==> images/io_placement.png <==
Drawn at 4 px/um. Pins as bars across the die edge, other pins in grey.
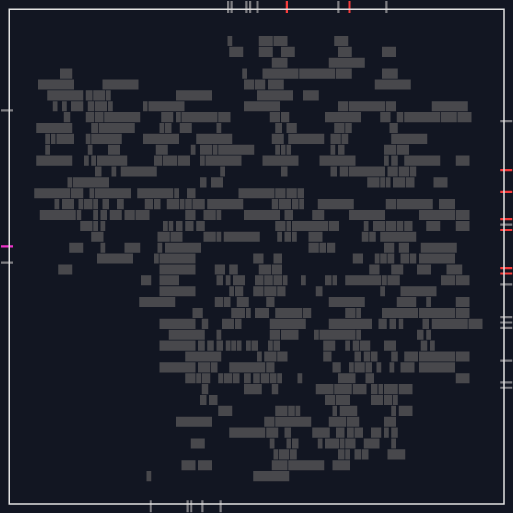
==> images/placement.png <==
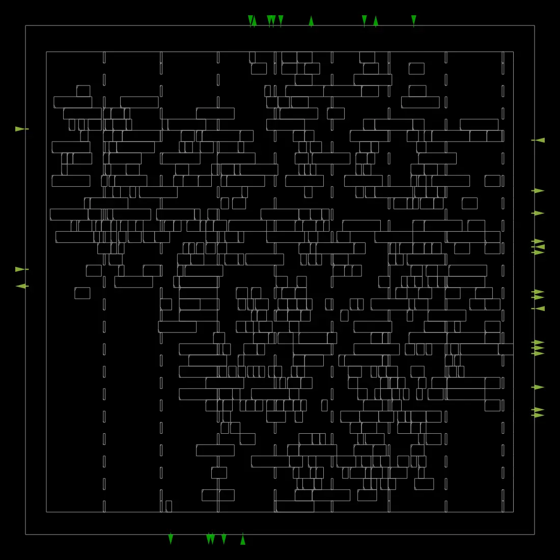
==> images/wires.png <==
Drawn at 3 px/um. Two of the layers only.
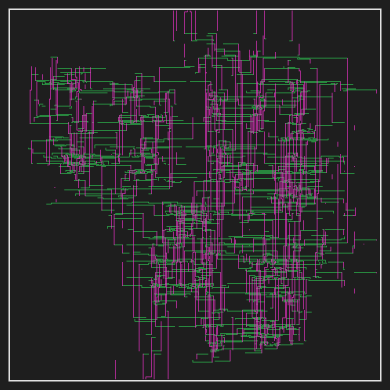
<file path="src/rtl/telemetry_poller.sv">
// Periodic telemetry poller: queries the message interpreter with a fixed code list,
// captures each reply and streams a framed (code, value) packet with XOR checksum to a UART.
`timescale 1ns/1ps
module telemetry_poller #(
  parameter int unsigned PERIOD_CYCLES = 5000000,
  parameter int unsigned PERIOD_WIDTH  = 23,
  parameter int unsigned SETTLE_CYCLES = 2,
  parameter logic [7:0]  SOF_BYTE      = 8'hAA
) (
  input  logic       TELEMETRY_POLLER_CLOCK_50,
  input  logic       TELEMETRY_POLLER_RESET_InHigh,
  input  logic       TELEMETRY_POLLER_ENABLE_InHigh,
  output logic [7:0] TELEMETRY_POLLER_CMD_OutBus,
  output logic       TELEMETRY_POLLER_FLAGCMD_Out,
  input  logic [7:0] TELEMETRY_POLLER_DATA_InBus,
  output logic [7:0] TELEMETRY_POLLER_TXDATA_OutBus,
  output logic       TELEMETRY_POLLER_TXVALID_OutHigh,
  input  logic       TELEMETRY_POLLER_TXREADY_InHigh,
  output logic       TELEMETRY_POLLER_BUSY_OutHigh,
  output logic       TELEMETRY_POLLER_FRAMEDONE_OutHigh
);

  localparam int unsigned IDX_W    = 4;
  localparam int unsigned LAST_IDX = 14;
  localparam int unsigned SET_W    = (SETTLE_CYCLES > 1) ? $clog2(SETTLE_CYCLES) : 1;

  typedef enum logic [2:0] {
    IDLE, SEND_SOF, REQ, SEND_CODE, SEND_VAL, SEND_CSUM, DONE
  } state_e;

  logic clk, rst, en, ready;
  assign clk   = TELEMETRY_POLLER_CLOCK_50;
  assign rst   = TELEMETRY_POLLER_RESET_InHigh;
  assign en    = TELEMETRY_POLLER_ENABLE_InHigh;
  assign ready = TELEMETRY_POLLER_TXREADY_InHigh;

  state_e                  state_q;
  logic [PERIOD_WIDTH-1:0] per_q;
  logic                    pending_q;
  logic [IDX_W-1:0]        idx_q;
  logic [SET_W-1:0]        settle_q;
  logic [7:0]              val_q, csum_q, cmd_q, txd_q;
  logic                    flag_q, txv_q, busy_q, done_q;
  logic                    take_c;

  function automatic logic [7:0] query_code(input logic [IDX_W-1:0] idx);
    case (idx)
      4'd0:    return 8'd20;
      4'd1:    return 8'd21;
      4'd2:    return 8'd22;
      4'd3:    return 8'd30;
      4'd4:    return 8'd31;
      4'd5:    return 8'd32;
      4'd6:    return 8'd33;
      4'd7:    return 8'd40;
      4'd8:    return 8'd41;
      4'd9:    return 8'd42;
      4'd10:   return 8'd43;
      4'd11:   return 8'd50;
      4'd12:   return 8'd60;
      4'd13:   return 8'd61;
      4'd14:   return 8'd62;
      default: return 8'd0;
    endcase
  endfunction

  assign take_c = (state_q == IDLE) && pending_q;

  // Period counter; a wrap always wins over the FSM consuming the pending request
  always_ff @(posedge clk or posedge rst) begin
    if (rst) begin
      per_q     <= '0;
      pending_q <= 1'b0;
    end else if (!en) begin
      per_q     <= '0;
      pending_q <= 1'b0;
    end else if (per_q == PERIOD_WIDTH'(PERIOD_CYCLES - 1)) begin
      per_q     <= '0;
      pending_q <= 1'b1;
    end else begin
      per_q <= per_q + 1'b1;
      if (take_c) pending_q <= 1'b0;
    end
  end

  always_ff @(posedge clk or posedge rst) begin
    if (rst) begin
      state_q  <= IDLE;
      idx_q    <= '0;
      settle_q <= '0;
      val_q    <= 8'h00;
      csum_q   <= 8'h00;
      cmd_q    <= 8'h00;
      flag_q   <= 1'b0;
      txd_q    <= 8'h00;
      txv_q    <= 1'b0;
      busy_q   <= 1'b0;
      done_q   <= 1'b0;
    end else begin
      case (state_q)
        IDLE: begin
          if (pending_q) begin
            busy_q  <= 1'b1;
            idx_q   <= '0;
            csum_q  <= 8'h00;
            txd_q   <= SOF_BYTE;
            txv_q   <= 1'b1;
            state_q <= SEND_SOF;
          end
        end
        SEND_SOF: begin
          if (ready) begin
            txv_q    <= 1'b0;
            cmd_q    <= query_code(idx_q);
            flag_q   <= 1'b1;
            settle_q <= '0;
            state_q  <= REQ;
          end
        end
        REQ: begin
          flag_q <= 1'b0;
          // Reply is sampled on the edge closing the last settle cycle
          if (settle_q == SET_W'(SETTLE_CYCLES - 1)) begin
            val_q   <= TELEMETRY_POLLER_DATA_InBus;
            cmd_q   <= 8'h00;
            txd_q   <= query_code(idx_q);
            txv_q   <= 1'b1;
            state_q <= SEND_CODE;
          end else begin
            settle_q <= settle_q + 1'b1;
          end
        end
        SEND_CODE: begin
          if (ready) begin
            csum_q  <= csum_q ^ txd_q;
            txd_q   <= val_q;
            state_q <= SEND_VAL;
          end
        end
        SEND_VAL: begin
          if (ready) begin
            csum_q <= csum_q ^ val_q;
            if (idx_q == IDX_W'(LAST_IDX)) begin
              txd_q   <= csum_q ^ val_q;
              state_q <= SEND_CSUM;
            end else begin
              idx_q    <= idx_q + 1'b1;
              txv_q    <= 1'b0;
              cmd_q    <= query_code(idx_q + 1'b1);
              flag_q   <= 1'b1;
              settle_q <= '0;
              state_q  <= REQ;
            end
          end
        end
        SEND_CSUM: begin
          if (ready) begin
            txv_q   <= 1'b0;
            busy_q  <= 1'b0;
            done_q  <= 1'b1;
            state_q <= DONE;
          end
        end
        DONE: begin
          done_q  <= 1'b0;
          state_q <= IDLE;
        end
        default: state_q <= IDLE;
      endcase
    end
  end

  assign TELEMETRY_POLLER_CMD_OutBus        = cmd_q;
  assign TELEMETRY_POLLER_FLAGCMD_Out       = flag_q;
  assign TELEMETRY_POLLER_TXDATA_OutBus     = txd_q;
  assign TELEMETRY_POLLER_TXVALID_OutHigh   = txv_q;
  assign TELEMETRY_POLLER_BUSY_OutHigh      = busy_q;
  assign TELEMETRY_POLLER_FRAMEDONE_OutHigh = done_q;

endmodule

</file>
<file path="config.mk">
export PLATFORM = sky130hd
export DESIGN_NAME = telemetry_poller
export DESIGN_NICKNAME = d
export VERILOG_FILES = /design/src/rtl/telemetry_poller.sv
export SDC_FILE = /design/constraint.sdc
export NUM_CORES = 1
export LEC_CHECK = 0
export ABC_AREA = 0
export CAP_MARGIN = 20
export CORE_MARGIN = 5
export CORE_UTILIZATION = 30
export CTS_CLUSTER_SIZE = 30
export DETAILED_ROUTE_END_ITERATION = 10
export PLACE_DENSITY = 0.49
export SYNTH_ARGS = -nofsm -noshare
export SYNTH_HDL_FRONTEND = slang
export SYNTH_SLANG_ARGS = --single-unit
</file>
<file path="constraint.sdc">
create_clock -name TELEMETRY_POLLER_CLOCK_50 -period 3.1 [get_ports TELEMETRY_POLLER_CLOCK_50]
set_input_delay 0.465 -clock TELEMETRY_POLLER_CLOCK_50 [delete_from_list [all_inputs] [get_ports TELEMETRY_POLLER_CLOCK_50]]
set_output_delay 0.465 -clock TELEMETRY_POLLER_CLOCK_50 [all_outputs]
set_load 0.03 [all_outputs]
</file>
==> summary.rpt <==
STATUS
-------------------------------------------------------------------------------------------
Run status                                                                        completed

FLOORPLAN
-------------------------------------------------------------------------------------------
Core area                                                                       0.01262 mm2
Width of the die                                                                   123.3 um
Die height                                                                         123.3 um
Number of ports placed on the die boundary                                               32
Total number of placement rows                                                           41
Die area                                                                        0.01521 mm2

LAYOUT
-------------------------------------------------------------------------------------------
Flip-flop count of the largest register after layout                                     23
Post-synthesis to final-layout area growth                                           18.44%
Final core utilization                                                               36.17%

GRT
-------------------------------------------------------------------------------------------
Vias in the first global route                                                         3029
Overall fraction of global-route tracks in use                                       13.17%
Initial antenna violation count                                                           0

ROUTING
-------------------------------------------------------------------------------------------
Post-route antenna net violation count                                                    0
Number of iterations in the first detailed-routing pass                                   4
Final Routed Wirelength                                                            9.226 mm
Number of design-rule violations left by the first detailed-router iteration            248
Post-DR vias/cell                                                                     5.039

CRITICAL PATH
-------------------------------------------------------------------------------------------
Kind of end point of the critical path                                                 flop
Worst Setup Path Type                                                          flop to flop
Arrival time worst endpoint                                                         2.81 ns
Highest net fanout along the worst path                                                  12
Cell with the biggest individual delay on the critical path                    sky130_fd_sc_hd__a211oi_2
Buffering stage count on the worst path with inverters included                           1
Series of cell instances along the critical path                               inv_1 -> ha_1 -> nand3_1 -> and2_4 -> a211oi_2 -> nor3_1 -> a221o_1
Worst path top cell family by delay                                            AND-OR/OR-AND gates

CLOCKING
-------------------------------------------------------------------------------------------
Post-CTS Setup Bufs                                                                       0
Clock-pin transition on the worst setup and hold timing paths                       0.05 ns
Clock Sinks                                                                              66
Total CTS buffers                                                                         9
Clock latency on the worst-skew pair                                                0.33 ns
Deepest level of the CTS H-tree                                                           3
Post-cts resize count                                                                     0
Post-cts hold-fix buffer tally                                                            0

PWR
-------------------------------------------------------------------------------------------
Final Power                                                                         3985 uW
Leakage power                                                                   0.001907 uW
IR Drop Worst-Case VDD                                                            0.2576 mV

LOGIC SYNTHESIS
-------------------------------------------------------------------------------------------
Dominant cell type by area after synthesis                                     sky130_fd_sc_hd__dfrtp_1
Mux cell area share after synthesis                                                  4.740%
Top cells, area                                                                sky130_fd_sc_hd__dfrtp_1, sky130_fd_sc_hd__xor2_1, sky130_fd_sc_hd__nor2_1
Warnings from Yosys                                                                       0
Cells after Synth                                                                       411
Top_reg_cell synth                                                             sky130_fd_sc_hd__dfrtp_1
Sequential share of the synthesized area                                             42.86%
Fraction of synthesized cell area in xor and xnor cells                              6.818%
Unique cell type count in the Yosys netlist                                              56
Post-synthesis cell type with the largest instance count                       sky130_fd_sc_hd__dfrtp_1
Post-synth EDFFs                                                                          0

FINAL TIMING
-------------------------------------------------------------------------------------------
Total Negative Setup Slacks                                                            0 ns
Setup Viol. Count Final                                                                   0
Setup repair after global routing missed its margin                                   false
Final Skew                                                                      0.007204 ns
Final setup slack of the worst path                                               0.5040 ns
Maximum clock frequency                                                           385.2 MHz

PLACEMENT
-------------------------------------------------------------------------------------------
Pre-CTS setup slack                                                               0.5128 ns
Placed cells                                                                            597
Hpwl dp                                                                            6.421 mm

FLOW RUN
-------------------------------------------------------------------------------------------
Number of OpenROAD warnings                                                              32
Max-cap check violation count                                                             0

Back to the opening pictures, io_placement.png:
TELEMETRY_POLLER_TXDATA_OutBus: shown in red, pins 8, direction output, edge 6 right, 2 top. TELEMETRY_POLLER_ENABLE_InHigh: shown in magenta, pins 1, direction input, edge left.
All pins by edge: 15 right, 9 top, 5 bottom, 3 left.

Back to the opening pictures, placement.png:
number of standard cells in the layout, taps in and fillers out: 611
fraction of area in registers: 36.18%
FFs & Latches: 66

Back to the opening pictures, wires.png:
metal 1: shown in green, wire length 4330 um. metal 2: shown in magenta, wire length 4390 um.

==> logic make-up (layout without fill, tap and decap cells) <==
group | after synthesis | after routing
AND-OR/OR-AND | 111 | 111
XOR/XNOR | 30 | 30
adder cells (fa/ha/maj) | 9 | 9
buffers and inverters | 36 | 63
flip-flops | 66 | 66
multiplexers | 17 | 17
other | 1 | 2
AND/OR/NAND/NOR | 141 | 141
==> power by group <==
group	switching (uW)	leakage, uW	internal [uW]	total (uW)
logic	909	0.000916	666	1570
registers	301	0.000850	1090	1390
clock network	360	0.000141	657	1020
total	1570	0.00191	2420	3990
==> cells in the final DEF, fill, tap and decap left out, types with 3 or more instances in the layout <==
master,synthesis,routed
sky130_fd_sc_hd__a211oi_1,3,3
sky130_fd_sc_hd__a21oi_1,23,23
sky130_fd_sc_hd__a22oi_1,11,11
sky130_fd_sc_hd__a31oi_1,5,5
sky130_fd_sc_hd__and3_1,4,4
sky130_fd_sc_hd__buf_4,6,9
sky130_fd_sc_hd__clkbuf_16,0,9
sky130_fd_sc_hd__clkdlybuf4s50_1,0,29
sky130_fd_sc_hd__dfrtp_1,66,66
sky130_fd_sc_hd__ha_1,9,9
sky130_fd_sc_hd__inv_1,11,10
sky130_fd_sc_hd__mux2_2,10,10
sky130_fd_sc_hd__mux2i_1,7,7
sky130_fd_sc_hd__nand2_1,39,39
sky130_fd_sc_hd__nand2b_1,5,5
sky130_fd_sc_hd__nand3_1,16,16
sky130_fd_sc_hd__nand4_1,4,4
sky130_fd_sc_hd__nor2_1,44,44
sky130_fd_sc_hd__nor2b_1,5,5
sky130_fd_sc_hd__nor3_1,5,5
sky130_fd_sc_hd__o21ai_0,28,28
sky130_fd_sc_hd__o22ai_1,11,11
sky130_fd_sc_hd__o31ai_1,9,9
sky130_fd_sc_hd__xnor2_1,6,6
sky130_fd_sc_hd__xor2_1,24,24
==> path summary, 6_finish.rpt <==
path                                                startpoint                             end  cells past startpoint
max in group asynchronous        TELEMETRY_POLLER_RESET_InHigh                      state_q[1]                      3
worst min register to register  TELEMETRY_POLLER_CMD_OutBus[2]  TELEMETRY_POLLER_CMD_OutBus[2]                      2
min in group asynchronous        TELEMETRY_POLLER_RESET_InHigh                        val_q[5]                      3
worst max-delay path                                  idx_q[0]  TELEMETRY_POLLER_CMD_OutBus[3]                      7
worst max register to register                        idx_q[0]  TELEMETRY_POLLER_CMD_OutBus[3]                      7
worst min-delay path            TELEMETRY_POLLER_CMD_OutBus[2]  TELEMETRY_POLLER_CMD_OutBus[2]                      2
==> per-layer routing <==
layer  vias up  wire length (um)  global-route usage (%)
met2        54              4389                   21.10
met3         8               425                   4.026
li1       1525                 -                       -
met4         0                80                   2.699
met1      1492              4330                   17.63
met5         -                 0                       0
==> layout make-up <==
class	count	area [um2]
clock inverter	2	37.54
fill	1321	8055
sequential	66	1652
tap	172	215.2
timing repair buffer	38	357.8
clock buffer	12	256.5
inverter	11	41.29
multi-input combinational	310	2004
==> worst reg2reg max path: cells and delay by family, from the launching register on <==
family	cells	cell delay, ns
DFF	1	0.49
buffers and inverters	1	0.25
and+or+nand+nor	3	0.62
adders and majority gates	1	0.25
AOI/OAI and AO/OA	2	0.87
Power and IR drop assume default switching activity.
